==> config.mk <==
export PLATFORM = sky130hd
export DESIGN_NAME = bcd_scan_display
export DESIGN_NICKNAME = d
export VERILOG_FILES = /design/src/rtl/bcd_scan_display.sv
export SDC_FILE = /design/constraint.sdc
export NUM_CORES = 1
export LEC_CHECK = 0
export ABC_AREA = 0
export CAP_MARGIN = 20
export CORE_ASPECT_RATIO = 1.2
export CORE_MARGIN = 10
export CORE_UTILIZATION = 50
export DETAILED_ROUTE_END_ITERATION = 10
export HOLD_SLACK_MARGIN = 0.02
export PLACE_DENSITY = 0.83
export SLEW_MARGIN = 20
export SYNTH_ARGS = -nofsm -noshare
export SYNTH_HDL_FRONTEND = slang
export SYNTH_SLANG_ARGS = --single-unit
==> constraint.sdc <==
create_clock -name clk -period 3.8 [get_ports clk]
set_input_delay 0.76 -clock clk [delete_from_list [all_inputs] [get_ports clk]]
set_output_delay 0.76 -clock clk [all_outputs]
set_load 0.05 [all_outputs]
Clock wires, drivers and flops:
(6 px per um)
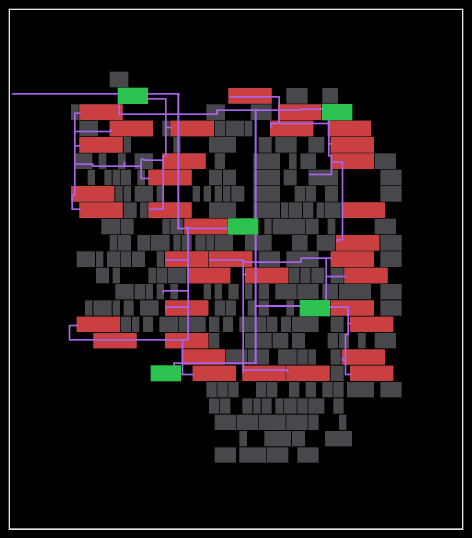
legend:
  flip-flops:
    color: red
    count: 36
  clock wires:
    color: purple
    length: 435 um
  clock drivers:
    color: green
    count: 5
routed clock nets: 6
Latency at later pin: 0.29 ns
clk pwr: 0.000274 W
clock skew: 0.00578 ns
Clk pwr share: 31.6%

Cells colored by class:
(3 px per um)
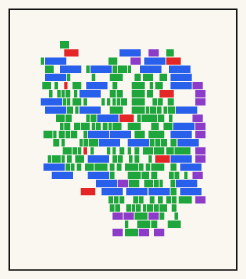
legend:
  clock drivers and dummy loads:
    color: red
    cells: 8
  sequential cells:
    color: blue
    cells: 36
  combinational and other logic:
    color: green
    cells: 166
  remaining buffers and delay cells:
    color: purple
    cells: 19
Design Area, Final: 2110 um2
num rows: 24
sequential share of cell area: 34.1%
post-layout util: 58.6%
Floorplan Core Area: 3600 um2

The metal 3 layer:
(4 px per um) Cells faint in the background.
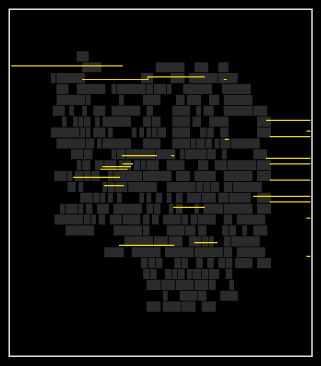
main direction: horizontal
share of all routed wire: 5.7%
wire length on this layer: 204 um
DRT Wirelength: 3.61 mm
Vias: 1,468

==> results.cfg <==
; generated from flow reports
[place]
place_inst = 260
io_buffer_count = 19
preCtsSetupSlack_ns = 1.52
place.gp.congestion = 0.799
dp_hpwl_mm = 2.66

[worst_setup_path]
reg2reg_slack_ns = 1.74
arrival_ns = 1.39
end_kind = output port
required_ns = 3.04
crit_buf_inv = 1
worstRegToRegCells = 6
worst-path-stages = 1
max_stage_delay_ns = 0.80
crit_family = buffers and inverters
cp_max_fo = 1

[job]
maxCapViolations = 0
log.warning_count = 31

[worst_hold_path]
hold_depth = 1
min_path_type = reg -> reg

[yosys]
ys.flops = 36
synth_warnings = 0
synthCells = 210
ys_types = 36
synth_area_um2 = 1840
syn_nets = 235
ys_seq_share_pct = 39.2
postSynthAreaPerCell_um2 = 8.75
ys_cells = 210

[finish]
fin_nets = 253
layout_top_cell = dfxtp_1
layout_top_cells = dfxtp_1, nor2_1, clkdlybuf4s50_1
largest_register_ffs = 16

[floorplan]
dieArea_um2 = 6510
dieHeight_um = 86.4
die_x_um = 75.3
pin_count = 20

[cts]
clock_path_buffers = 2
postCtsSetupRepairBufs = 0
cts_resized = 0
htree_levels = 2
cts_buffers = 5
clockRootBuffer = clkbuf_8
cts_tree = yes

[sta]
fmax_mhz = 464
layout_min_cycle_time_ns = 2.15
tns_ns = 0
setup_viol = 0
tightest_slew_ns = 0.735
maxSlewHeadroom_pct = 49.6
fin_crit_sh_pct = 56.7
fin_ws_ns = 1.65

[routing]
drt_pass1_iterations = 4

[power]
power.density_nw_per_um2 = 410
finalPower_w = 0.000867
p_leak_nw = 0.806

[status]
status = completed

[grt]
grt_pass1_wl_mm = 6.27
first_global_vias = 1383
## final cells by class
class | count | area (um2)
tap | 39 | 48.8
multi-input combinational | 150 | 1000
sequential | 36 | 721
timing repair buffer | 19 | 190
clock buffer | 8 | 90.1
inverter | 16 | 60.1
fill | 328 | 1490
## cells by family (layout without fill, tap and decap cells)
group | after synthesis | in the layout | synth area share, %
AND-OR/OR-AND | 35 | 35 | 11.0
XOR/XNOR | 14 | 14 | 6.68
adder cells (fa/ha/maj) | 15 | 15 | 10.2
buffers and inverters | 24 | 43 | 6.13
flip-flops | 36 | 36 | 39.2
multiplexers | 8 | 8 | 5.18
AND/OR/NAND/NOR | 78 | 78 | 21.6
## layer usage
metal / vias to the layer above / track usage, % / part of all wire (%)
met1: 671 / 13.4 / 41
met4: 0 / 5.75 / 2.2
met2: 33 / 20.2 / 51
met5: - / 0 / 0
met3: 8 / 4.92 / 5.6
li1: 756 / - / -
## synthesized netlist by cell type
library cell | n | area, um2
buf_6 | 2 | 22.5
or2_1 | 3 | 18.8
o211ai_1 | 1 | 7.51
o21ai_1 | 2 | 10.0
or2_2 | 1 | 6.26
xnor2_1 | 13 | 114
nand2b_1 | 2 | 12.5
or2b_1 | 2 | 15.0
o2111ai_1 | 1 | 8.76
nand2_1 | 6 | 22.5
a211oi_1 | 1 | 7.51
nor2_1 | 25 | 93.8
a22oi_1 | 1 | 7.51
o21bai_1 | 1 | 7.51
nor3_1 | 6 | 30.0
mux2i_1 | 5 | 50.1
nand4_1 | 6 | 37.5
xor2_1 | 1 | 8.76
nor4_1 | 6 | 37.5
nor2b_1 | 2 | 12.5
clkbuf_1 | 4 | 15.0
a21oi_1 | 13 | 65.1
o2bb2ai_1 | 1 | 8.76
nand3_1 | 14 | 70.1
buf_4 | 2 | 15.0
dfxtp_1 | 36 | 721
a21o_1 | 2 | 15.0
a31o_2 | 1 | 8.76
mux2_4 | 3 | 45.0
or3_1 | 1 | 6.26
nor3b_2 | 1 | 12.5
o21ai_0 | 11 | 55.1
inv_1 | 16 | 60.1
and4_1 | 1 | 8.76
and2_1 | 2 | 12.5
ha_1 | 15 | 188
## worst reg2reg max path: cells and delay by family, from the launching register on
kind	cells	cell delay, ns
compound gates	1	0.05
buf+inv	1	0.13
simple gates	2	0.41
flops	1	0.54
mux	1	0.56
fa+ha+maj	1	0.25
## power by group
group	switching, W	internal, W
Clock	0.000126	0.000148
Sequential	0.0000118	0.000401
Combinational	0.000107	0.0000729
## stage by stage
step                utilization (%)  area (um2)  hold slack (ns)
finish                         58.6        2110            0.482
global placement               56.1        2020            0.459
global route                   58.6        2110            0.530
detailed placement             56.1        2020            0.471
floorplan                         -        1840            0.442
CTS                            58.6        2110            0.486
No activity file was given, so power comes from the tool's default toggle rates.
